### src/rtl/csr_trap_regfile.sv
// Machine-mode CSR file for the RV32I core: CSRRW/CSRRS/CSRRC access, fixed-priority
// interrupt trap entry (direct or vectored), mret return and 64-bit cycle/instret counters.
module csr_trap_regfile #(
   parameter int unsigned NUM_IRQ     = 4,
   parameter logic [31:0] MTVEC_RESET = 32'h0000_0500,
   parameter logic [31:0] HART_ID     = 32'h0000_0000
) (
   input  logic               clock,
   input  logic               reset,
   input  logic [11:0]        csr_addr,
   input  logic [1:0]         csr_op,
   input  logic [31:0]        csr_w_data,
   output logic [31:0]        csr_r_data,
   output logic               illegal,
   input  logic [31:0]        pc,
   input  logic [NUM_IRQ-1:0] irq,
   input  logic               ret,
   input  logic               retire,
   output logic               trap_taken,
   output logic [31:0]        trap_pc,
   output logic [31:0]        mepc
);

   localparam logic [11:0] ADDR_MSTATUS   = 12'h300;
   localparam logic [11:0] ADDR_MISA      = 12'h301;
   localparam logic [11:0] ADDR_MIE       = 12'h304;
   localparam logic [11:0] ADDR_MTVEC     = 12'h305;
   localparam logic [11:0] ADDR_MSCRATCH  = 12'h340;
   localparam logic [11:0] ADDR_MEPC      = 12'h341;
   localparam logic [11:0] ADDR_MCAUSE    = 12'h342;
   localparam logic [11:0] ADDR_MTVAL     = 12'h343;
   localparam logic [11:0] ADDR_MIP       = 12'h344;
   localparam logic [11:0] ADDR_MCYCLE    = 12'hB00;
   localparam logic [11:0] ADDR_MINSTRET  = 12'hB02;
   localparam logic [11:0] ADDR_MCYCLEH   = 12'hB80;
   localparam logic [11:0] ADDR_MINSTRETH = 12'hB82;
   localparam logic [11:0] ADDR_MHARTID   = 12'hF14;
   localparam logic [31:0] MISA_VALUE     = 32'h4000_0100;

   localparam logic [1:0] OP_NONE  = 2'b00;
   localparam logic [1:0] OP_WRITE = 2'b01;
   localparam logic [1:0] OP_SET   = 2'b10;
   localparam logic [1:0] OP_CLEAR = 2'b11;

   logic               mstatus_mie_reg;
   logic               mstatus_mpie_reg;
   logic [NUM_IRQ-1:0] mie_reg;
   logic [NUM_IRQ-1:0] mip_reg;
   logic [31:0]        mtvec_reg;
   logic [31:0]        mscratch_reg;
   logic [31:0]        mepc_reg;
   logic [31:0]        mcause_reg;
   logic [31:0]        mtval_reg;
   logic [63:0]        mcycle_reg;
   logic [63:0]        mcycle_next;
   logic [63:0]        minstret_reg;
   logic [63:0]        minstret_next;

   logic [31:0]        mstatus_word;
   logic [31:0]        mie_word;
   logic [31:0]        mip_word;
   logic [31:0]        new_value;
   logic               writable;
   logic               csr_we;
   logic [NUM_IRQ-1:0] pend;
   logic [NUM_IRQ-1:0] win_onehot;
   logic [3:0]         win_idx;
   logic [4:0]         win_code;
   logic [31:0]        mtvec_base;

   // MPP is hardwired to machine mode, so it always reads back as 11.
   assign mstatus_word = {19'b0, 2'b11, 3'b0, mstatus_mpie_reg, 3'b0, mstatus_mie_reg, 3'b0};
   assign mie_word     = 32'(mie_reg) << 16;
   assign mip_word     = 32'(mip_reg) << 16;

   always_comb begin
      csr_r_data = '0;
      writable   = 1'b0;
      case (csr_addr)
         ADDR_MSTATUS:   begin csr_r_data = mstatus_word;        writable = 1'b1; end
         ADDR_MISA:            csr_r_data = MISA_VALUE;
         ADDR_MIE:       begin csr_r_data = mie_word;            writable = 1'b1; end
         ADDR_MTVEC:     begin csr_r_data = mtvec_reg;           writable = 1'b1; end
         ADDR_MSCRATCH:  begin csr_r_data = mscratch_reg;        writable = 1'b1; end
         ADDR_MEPC:      begin csr_r_data = mepc_reg;            writable = 1'b1; end
         ADDR_MCAUSE:    begin csr_r_data = mcause_reg;          writable = 1'b1; end
         ADDR_MTVAL:     begin csr_r_data = mtval_reg;           writable = 1'b1; end
         ADDR_MIP:             csr_r_data = mip_word;
         ADDR_MCYCLE:    begin csr_r_data = mcycle_reg[31:0];    writable = 1'b1; end
         ADDR_MCYCLEH:   begin csr_r_data = mcycle_reg[63:32];   writable = 1'b1; end
         ADDR_MINSTRET:  begin csr_r_data = minstret_reg[31:0];  writable = 1'b1; end
         ADDR_MINSTRETH: begin csr_r_data = minstret_reg[63:32]; writable = 1'b1; end
         ADDR_MHARTID:         csr_r_data = HART_ID;
         default: ;
      endcase
   end

   always_comb begin
      new_value = csr_r_data;
      case (csr_op)
         OP_WRITE: new_value = csr_w_data;
         OP_SET:   new_value = csr_r_data | csr_w_data;
         OP_CLEAR: new_value = csr_r_data & ~csr_w_data;
         default:  new_value = csr_r_data;
      endcase
   end

   assign illegal = (csr_op != OP_NONE) && !writable;
   assign pend    = mip_reg & mie_reg;

   // Lowest-numbered pending line wins.
   genvar gi;
   generate
      for (gi = 0; gi < NUM_IRQ; gi++) begin : g_win
         if (gi == 0) begin : g_first
            assign win_onehot[gi] = pend[0];
         end else begin : g_rest
            assign win_onehot[gi] = pend[gi] & ~(|pend[gi-1:0]);
         end
      end
   endgenerate

   always_comb begin
      win_idx = '0;
      for (int i = 0; i < NUM_IRQ; i++) begin
         if (win_onehot[i]) win_idx = win_idx | 4'(i);
      end
   end

   assign win_code   = 5'd16 + {1'b0, win_idx};
   assign trap_taken = mstatus_mie_reg & (|pend) & ~ret;
   assign mtvec_base = {mtvec_reg[31:2], 2'b00};
   assign trap_pc    = mtvec_reg[0] ? (mtvec_base + {25'b0, win_code, 2'b00}) : mtvec_base;
   assign mepc       = mepc_reg;
   // A trap cycle swallows the CSR access entirely, counters included.
   assign csr_we     = (csr_op != OP_NONE) && writable && !trap_taken;

   always_comb begin
      mcycle_next   = mcycle_reg + 64'd1;
      minstret_next = minstret_reg + {63'b0, retire};
      if (csr_we) begin
         case (csr_addr)
            ADDR_MCYCLE:    mcycle_next   = {mcycle_reg[63:32], new_value};
            ADDR_MCYCLEH:   mcycle_next   = {new_value, mcycle_reg[31:0]};
            ADDR_MINSTRET:  minstret_next = {minstret_reg[63:32], new_value};
            ADDR_MINSTRETH: minstret_next = {new_value, minstret_reg[31:0]};
            default: ;
         endcase
      end
   end

   always_ff @(posedge clock) begin
      if (reset) begin
         mstatus_mie_reg  <= 1'b1;
         mstatus_mpie_reg <= 1'b0;
         mie_reg          <= '0;
         mip_reg          <= '0;
         mtvec_reg        <= MTVEC_RESET;
         mscratch_reg     <= '0;
         mepc_reg         <= '0;
         mcause_reg       <= '0;
         mtval_reg        <= '0;
         mcycle_reg       <= '0;
         minstret_reg     <= '0;
      end else begin
         mip_reg      <= irq;
         mcycle_reg   <= mcycle_next;
         minstret_reg <= minstret_next;
         if (ret) begin
            mstatus_mie_reg  <= mstatus_mpie_reg;
            mstatus_mpie_reg <= 1'b1;
         end else if (trap_taken) begin
            mepc_reg         <= pc & ~32'd3;
            mcause_reg       <= {1'b1, 26'b0, win_code};
            mtval_reg        <= '0;
            mstatus_mpie_reg <= mstatus_mie_reg;
            mstatus_mie_reg  <= 1'b0;
         end else if (csr_we && (csr_addr == ADDR_MSTATUS)) begin
            mstatus_mie_reg  <= new_value[3];
            mstatus_mpie_reg <= new_value[7];
         end
         if (csr_we) begin
            case (csr_addr)
               ADDR_MIE:      mie_reg      <= new_value[16 +: NUM_IRQ];
               ADDR_MTVEC:    mtvec_reg    <= {new_value[31:2], 1'b0, new_value[0]};
               ADDR_MSCRATCH: mscratch_reg <= new_value;
               ADDR_MEPC:     mepc_reg     <= {new_value[31:2], 2'b00};
               ADDR_MCAUSE:   mcause_reg   <= new_value;
               ADDR_MTVAL:    mtval_reg    <= new_value;
               default: ;
            endcase
         end
      end
   end

endmodule

### config.mk
export PLATFORM = sky130hd
export DESIGN_NAME = csr_trap_regfile
export DESIGN_NICKNAME = d
export VERILOG_FILES = /design/src/rtl/csr_trap_regfile.sv
export SDC_FILE = /design/constraint.sdc
export NUM_CORES = 1
export LEC_CHECK = 0
export CAP_MARGIN = 20
export CORE_MARGIN = 10
export CORE_UTILIZATION = 40
export CTS_CLUSTER_SIZE = 10
export DETAILED_ROUTE_END_ITERATION = 16
export GPL_TIMING_DRIVEN = 1
export SETUP_SLACK_MARGIN = 0.15
export SYNTH_ARGS = -nofsm -noshare
export SYNTH_HDL_FRONTEND = slang
export SYNTH_SLANG_ARGS = --single-unit
### constraint.sdc
create_clock -name clock -period 8.35 [get_ports clock]
set_clock_uncertainty 0.1 [all_clocks]
set_input_delay 1.2525 -clock clock [delete_from_list [all_inputs] [get_ports clock]]
set_output_delay 1.2525 -clock clock [all_outputs]
set_load 0.02 [all_outputs]
**M3 wires**

Scale bar: 50 um. Cells faint in the background.
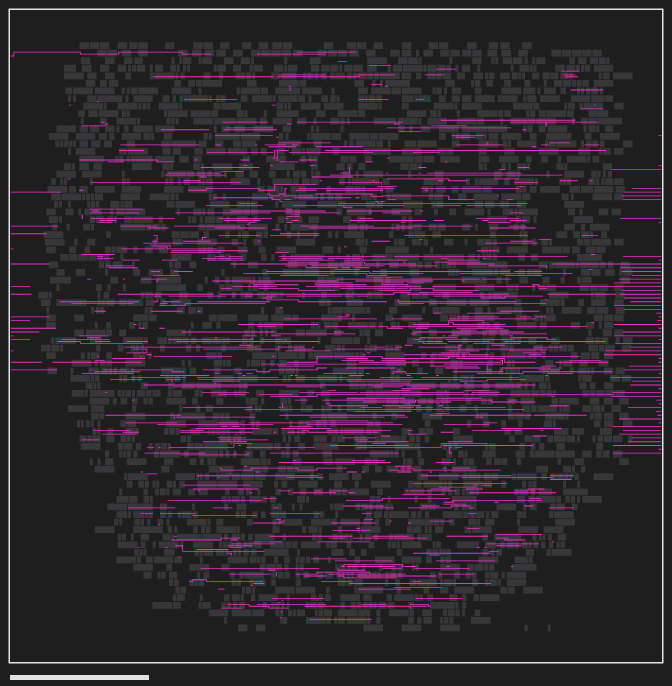
The layer carries 11,000 um of wire. The wires run mostly horizontal. The layer holds 12% of the routed length.

**Clock wires, drivers and flops**

Scale bar: 50 um.
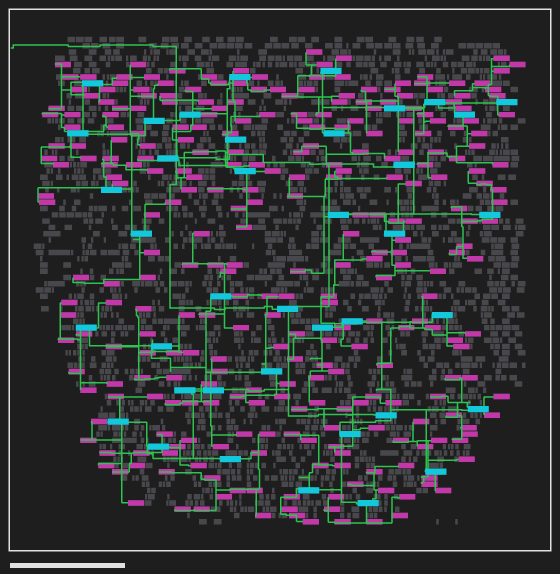
clock wires: marked green, length 4,630 um. cells driving clock nets: marked cyan, count 39. flip-flops: marked magenta, count 297.
Position of the flops: all over the die.
Latency at later pin: 570 ps
Clk pwr share: 0.500
Clk power: 1.72 mW

**Metal 2**

Cells faint in the background.
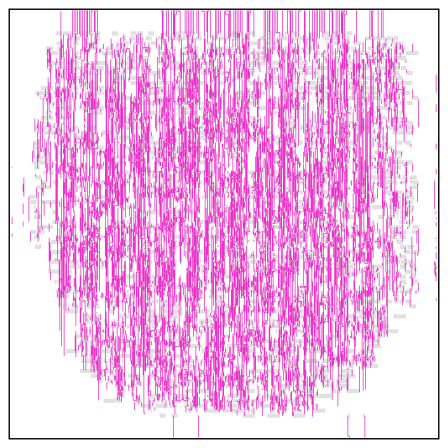
2,073 nets have wire on it. The layer carries 39.0 mm of wire.
total wire length: 93,080 um
via count: 20,489
M2 GR Usage: 0.4693

==> flow_summary.json <==
{
  "slew_violations": 0,
  "area_growth_pct": 18.88,
  "h-tree-depth": 2,
  "first_global_vias": 18878,
  "synth_area_per_cell_um2": 7.927,
  "worst-path-buf-inv": 2,
  "yosysTopAreaCellShare": 0.3232,
  "clk_share": 0.05806,
  "wl_met2_um": 39040,
  "track_usage": 0.3244,
  "hold_viol": 0,
  "drt-pass1-iter-count": 6,
  "status": "complete, no violations",
  "fa_ha_area_frac": 0.004488,
  "layout_top_cell": "dfxtp_1",
  "warning_count": 28,
  "p_comb_frac": 0.084,
  "use_met1": 0.4316,
  "buffers": 243,
  "synth_flops": 297,
  "cts.clk_slew.worst_paths_ps": 50
}
**Routing congestion**

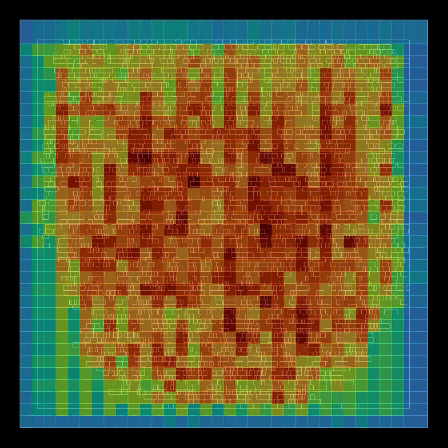
met3 usage: 0.08307
GRT Max-Usage Layer: met2
final core occ: 0.4820
wire per inst: 30.61 um

**Metal layers overlaid**

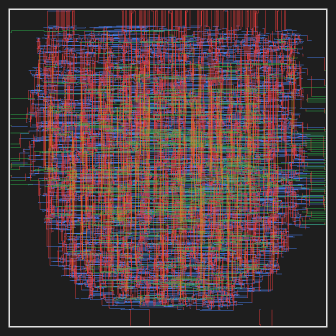
met4: marked orange, wire length 5,780 um. met1: marked blue, wire length 37.3 mm. met2: marked red, wire length 39.0 mm. met3: marked green, wire length 11,000 um.

Power is estimated from default activity; no workload was simulated.
